**Power grid**

Pins as bars on the die edge. Tap cells in grey.
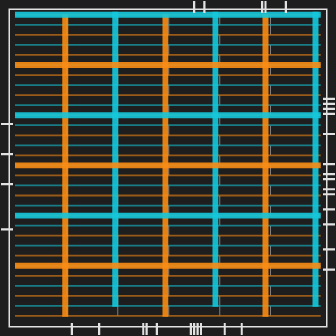
**Placement by cell class**

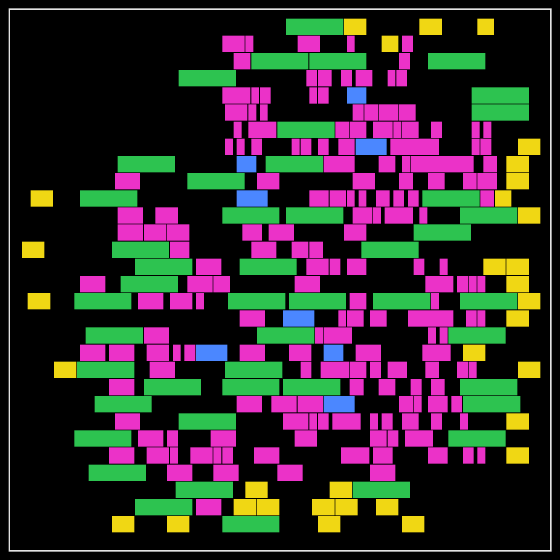
**Routed clock nets over the placement**

Scale bar: 20 um.
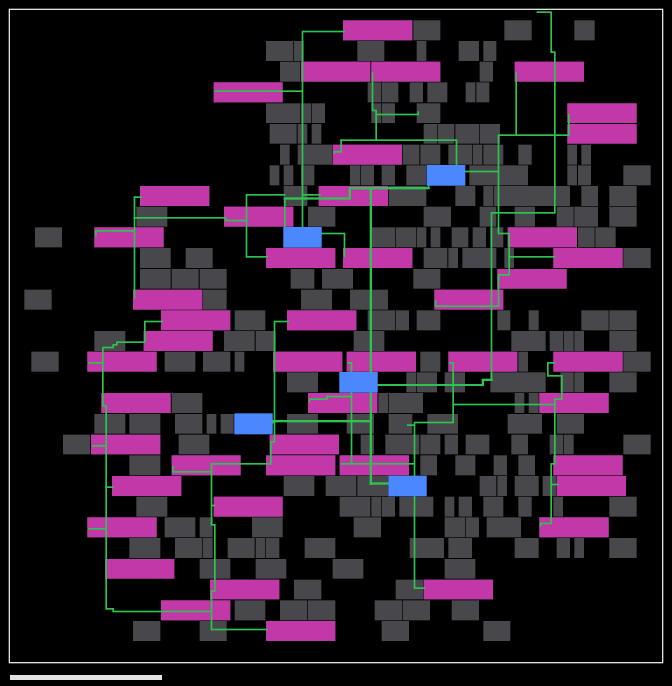
File: src/rtl/stream_crypt_pkg.sv
// Shared types and byte-level cipher helpers for the repeating-key additive stream cipher.
package stream_crypt_pkg;

    typedef logic [7:0] byte_t;

    typedef enum logic {
        S_KEY,
        S_RUN
    } state_t;

    function automatic byte_t dec_byte(input byte_t c, input byte_t k);
        return c - k;
    endfunction

    function automatic byte_t enc_byte(input byte_t p, input byte_t k);
        return p + k;
    endfunction

endpackage

File: src/rtl/stream_decrypt.sv
// Byte-serial decryptor: loads a KEY_LEN-byte key, then strips key[i mod KEY_LEN]
// from each byte of MSG_LEN-byte messages through a single valid/ready output register.
module stream_decrypt
    import stream_crypt_pkg::*;
#(
    parameter int MSG_LEN = 9,
    parameter int KEY_LEN = 3
) (
    input  logic       clk,
    input  logic       rst_n,
    input  logic       key_valid,
    input  logic [7:0] key_byte,
    output logic       key_ready,
    input  logic       in_valid,
    input  logic [7:0] in_data,
    output logic       in_ready,
    output logic       out_valid,
    output logic [7:0] out_data,
    output logic       out_last,
    input  logic       out_ready,
    output logic       done
);

    localparam int            KW        = (KEY_LEN > 1) ? $clog2(KEY_LEN) : 1;
    localparam logic [KW-1:0] KIDX_LAST = KW'(KEY_LEN - 1);
    localparam byte_t         CNT_LAST  = byte_t'(MSG_LEN - 1);

    state_t        state;
    state_t        state_nxt;
    logic [KW-1:0] kidx;
    byte_t         cnt;
    byte_t         key_mem [KEY_LEN];
    byte_t         key_sel;
    logic          boundary;
    logic          key_hs;
    logic          in_hs;
    logic          out_hs;

    // Key reload is only allowed between messages with nothing left in the output register.
    assign boundary = (cnt == 8'd0) && !out_valid;
    assign key_hs   = key_valid && key_ready;
    assign in_hs    = in_valid && in_ready;
    assign out_hs   = out_valid && out_ready;

    always_ff @(posedge clk or negedge rst_n) begin
        if (!rst_n) begin
            state <= S_KEY;
        end else begin
            state <= state_nxt;
        end
    end

    always_comb begin
        state_nxt = state;
        case (state)
            S_KEY: if (key_hs && kidx == KIDX_LAST) state_nxt = S_RUN;
            S_RUN: if (key_hs && KEY_LEN > 1) state_nxt = S_KEY;
            default: state_nxt = S_KEY;
        endcase
    end

    // A key byte at the boundary wins over a ciphertext byte offered in the same cycle.
    always_comb begin
        key_ready = 1'b0;
        in_ready  = 1'b0;
        case (state)
            S_KEY: key_ready = 1'b1;
            S_RUN: begin
                key_ready = boundary;
                in_ready  = (!out_valid || out_ready) && !(key_valid && boundary);
            end
            default: ;
        endcase
    end

    always_comb begin
        key_sel = key_mem[0];
        for (int i = 1; i < KEY_LEN; i++) begin
            if (kidx == KW'(i)) key_sel = key_mem[i];
        end
    end

    always_ff @(posedge clk or negedge rst_n) begin
        if (!rst_n) begin
            for (int i = 0; i < KEY_LEN; i++) key_mem[i] <= '0;
        end else if (key_hs) begin
            for (int i = 0; i < KEY_LEN; i++) begin
                if ((state == S_KEY && kidx == KW'(i)) || (state == S_RUN && i == 0)) begin
                    key_mem[i] <= key_byte;
                end
            end
        end
    end

    always_ff @(posedge clk or negedge rst_n) begin
        if (!rst_n) begin
            kidx <= '0;
            cnt  <= '0;
        end else if (key_hs) begin
            cnt <= '0;
            if (state == S_RUN) begin
                kidx <= (KEY_LEN > 1) ? KW'(1) : '0;
            end else if (kidx == KIDX_LAST) begin
                kidx <= '0;
            end else begin
                kidx <= kidx + 1'b1;
            end
        end else if (in_hs) begin
            // Key phase restarts with every message.
            if (cnt == CNT_LAST) begin
                cnt  <= '0;
                kidx <= '0;
            end else begin
                cnt  <= cnt + 1'b1;
                kidx <= (kidx == KIDX_LAST) ? '0 : kidx + 1'b1;
            end
        end
    end

    always_ff @(posedge clk or negedge rst_n) begin
        if (!rst_n) begin
            out_valid <= 1'b0;
            out_last  <= 1'b0;
            out_data  <= '0;
        end else if (in_hs) begin
            out_valid <= 1'b1;
            out_data  <= dec_byte(in_data, key_sel);
            out_last  <= (cnt == CNT_LAST);
        end else if (out_hs) begin
            out_valid <= 1'b0;
        end
    end

    always_ff @(posedge clk or negedge rst_n) begin
        if (!rst_n) begin
            done <= 1'b0;
        end else begin
            done <= out_hs && out_last;
        end
    end

endmodule

File: config.mk
export PLATFORM = sky130hd
export DESIGN_NAME = stream_decrypt
export DESIGN_NICKNAME = d
export VERILOG_FILES = /design/src/rtl/stream_crypt_pkg.sv /design/src/rtl/stream_decrypt.sv
export SDC_FILE = /design/constraint.sdc
export NUM_CORES = 1
export LEC_CHECK = 0
export CAP_MARGIN = 20
export CORE_UTILIZATION = 37
export CTS_CLUSTER_DIAMETER = 200
export CTS_CLUSTER_SIZE = 14
export DETAILED_ROUTE_END_ITERATION = 16
export HOLD_SLACK_MARGIN = 0.12
export PLACE_DENSITY = 0.61
export SLEW_MARGIN = 20
export SYNTH_ARGS = -nofsm -noshare
export SYNTH_HDL_FRONTEND = slang
export SYNTH_SLANG_ARGS = --single-unit
File: constraint.sdc
create_clock -name clk -period 5.05 [get_ports clk]
set_clock_uncertainty 0.15 [all_clocks]
set_input_delay 1.2625 -clock clk [delete_from_list [all_inputs] [get_ports clk]]
set_output_delay 1.2625 -clock clk [all_outputs]
set_load 0.1 [all_outputs]
==> reports/qor.csv <==
stage,metric,value,unit
floorplanning,fp_util,0.383,
cells_and_area,antennaDiodeCount,0,
worst_setup_path,ff2ff_setup_slack,1.83,ns
yosys,simple_gate_area_frac,0.117,
worst_setup_path,crit_family,buffers and inverters,
yosys,synthCells,231,
cells_and_area,layout_top_cells,"dfrtp_1, mux2_2, clkdlybuf4s50_1",
power_and_ir_drop,seq_cell_power,0.000645,W
detailed_routing,dr.pass1.iters,6,
cells_and_area,final_layout_top_logic_cell,dfrtp_1,
floorplanning,core,6760,um^2
clocking,clk_pin_slew,0.10,ns
cells_and_area,fill_cells,649,
global_routing,grt_pass1_wl,8710,um
yosys,netlist.area_leader.share,0.445,
global_routing,grt.total_usage,0.151,
placement,dp_hpwl,3570,um
yosys,ys_sh_adder,0.0513,
detailed_routing,drtIter0Drc,121,
cells_and_area,largest_register,key_mem,
power_and_ir_drop,p_clk,0.000245,W
power_and_ir_drop,leakagePower,1.34,nW
worst_setup_path,slowest_delay,0.61,ns
run,warning_count,27,
cells_and_area,clkbuf_count,5,
floorplanning,rows,30,
detailed_routing,wirelength_met1,2470,um
timing,setup_ws,1.22,ns
hold_path,holdPathEnd,out_data[3],
run,max_cap_violations,0,
hold_path,hold_depth,2,
worst_setup_path,cp_slowest_cell,clkdlybuf4s50_1,
global_routing,use_met3,0.0279,
cells_and_area,drive_above_1_share,0.213,
cells_and_area,largest_register_ffs,24,
cells_and_area,seq_area,1150,um^2
placement,gp_congestion,0.760,
yosys,synth_cell_types,46,
floorplanning,die_height,85.6,um
cells_and_area,area_growth,16.9,%
clocking,cts_setup_buffers,0,
worst_setup_path,r2r-end,out_data[6],
clocking,cts_buffer_depth,2,
run_status,status,completed,
cells_and_area,reg.largest.list,"key_mem (24), cnt (8), out_data (8)",
yosys,top_cells_by_area,"dfrtp_1, mux2_2, ha_1, mux2i_1, nand2_1",
yosys,async_reset_ff_frac,1.00,
clocking,cts_hold_buf,0,
placement,portBuffers,33,
detailed_routing,viasPerCell,5.26,
placement,dpl_cell_area,2930,um^2
global_routing,antenna_found_initial,0,
timing,min_period_over_period,0.758,
worst_setup_path,crit_path_start,key_valid,
worst_setup_path,worstSetupEndpointType,primary output,
worst_setup_path,cp_data_arrival_time,2.41,ns
timing,hold_viol,0,
cells_and_area,signal_buffer_area_fraction,0.107,
global_routing,grt_pass1_vias,1784,
timing,rsz0062_at_grt,false,
cells_and_area,seq_cells,46,
global_routing,grt_use_met2,0.255,
cells_and_area,post-route-util,0.448,
yosys,yosys_warnings,0,
clocking,cts-buffers-inserted,5,
floorplanning,io_pins,34,
cells_and_area,nMultiInputCombCells,168,
yosys,common_cells,"dfrtp_1, mux2_2, nand2_1",
worst_setup_path,path_max_fanout,7,
hold_path,min_path_type,reg -> reg,
timing,fin_tns_setup,0,ns
cells_and_area,comb-cell-share,0.438,
worst_setup_path,crit_chain,clkdlybuf4s50_1 > nand2_1 > and3_1 > buf_4,
power_and_ir_drop,p_per_area,645,nW/um^2
floorplanning,die-area,7330,um^2
yosys,syn-num-nets,262,
timing,layout_min_cycle_time,3.83,ns
detailed_routing,routed-wl-met2,2390,um
clocking,clock_latency,0.31,ns
yosys,ys_seq_share,0.445,
timing,hold_ws,0.335,ns
worst_setup_path,critPathBufInv,2,
timing,max_slew_margin,0.355,
hold_path,worstHoldStart,out_data[3],
power_and_ir_drop,p_total,0.00195,W
global_routing,use_met1,0.194,
detailed_routing,ant_nets,0,
placement,dp.cells,335,
floorplanning,die_w,85.6,um
detailed_routing,drc,0,
worst_setup_path,rr_startpoint,kidx[0],
clocking,cts_resized,0,
clocking,cts_tree,built,
detailed_routing,wire_per_inst,14.6,um
yosys,edf_count,0,
timing,max_freq,261,MHz
worst_setup_path,setup.worst_path.start_class,input port,
clocking,cts_root_buf,clkbuf_8,
yosys,ys_sh_xor,0.0203,
yosys,ys_cells,231,
cells_and_area,stdcell_area,3030,um^2
floorplanning,tap_cells,80,
yosys,most_common_cell,dfrtp_1,
yosys,synth.avg_cell_area,11.2,um^2
power_and_ir_drop,top_power_group,combinational logic,
worst_setup_path,critPathKind,in -> out,
yosys,logic_family,multiplexers,
cells_and_area,mi_logic_area,1330,um^2
cells_and_area,final_cells,343,
power_and_ir_drop,intPower,0.00107,W
detailed_routing,top_layer,met4,
global_routing,top_usage_layer,met2,
yosys,mux_share,0.177,
cells_and_area,dominant_cells,combinational gates,
global_routing,gr-total-overflow,0,
clocking,clock_sinks,46,
yosys,yosysChipArea,2590,um^2
power_and_ir_drop,pwr-share-comb,0.544,
power_and_ir_drop,peakVddDrop,0.160,mV
timing,worst_slew_pin_slew,0.964,ns
## Picture notes: 'power grid'
VSS -> orange
VDD -> cyan
met4 straps = 6
tap cells = 80
signal pins = 34
rows = 30

## Picture notes: 'placement by cell class'
clock drivers and dummy loads -> blue  # cells 8, share of their area 3.3%
sequential cells -> green  # cells 46, share of their area 39%
combinational and other logic -> magenta  # cells 176, share of their area 46%
remaining buffers and delay cells -> yellow  # cells 33, share of their area 11%

## Picture notes: 'routed clock nets over the placement'
clock drivers -> blue  # count 5
clock wires -> green  # length 617 um
flip-flops -> magenta  # count 46
routed clock nets = 6
flops lie = spread over the die

No activity file was given, so power comes from the tool's default toggle rates.
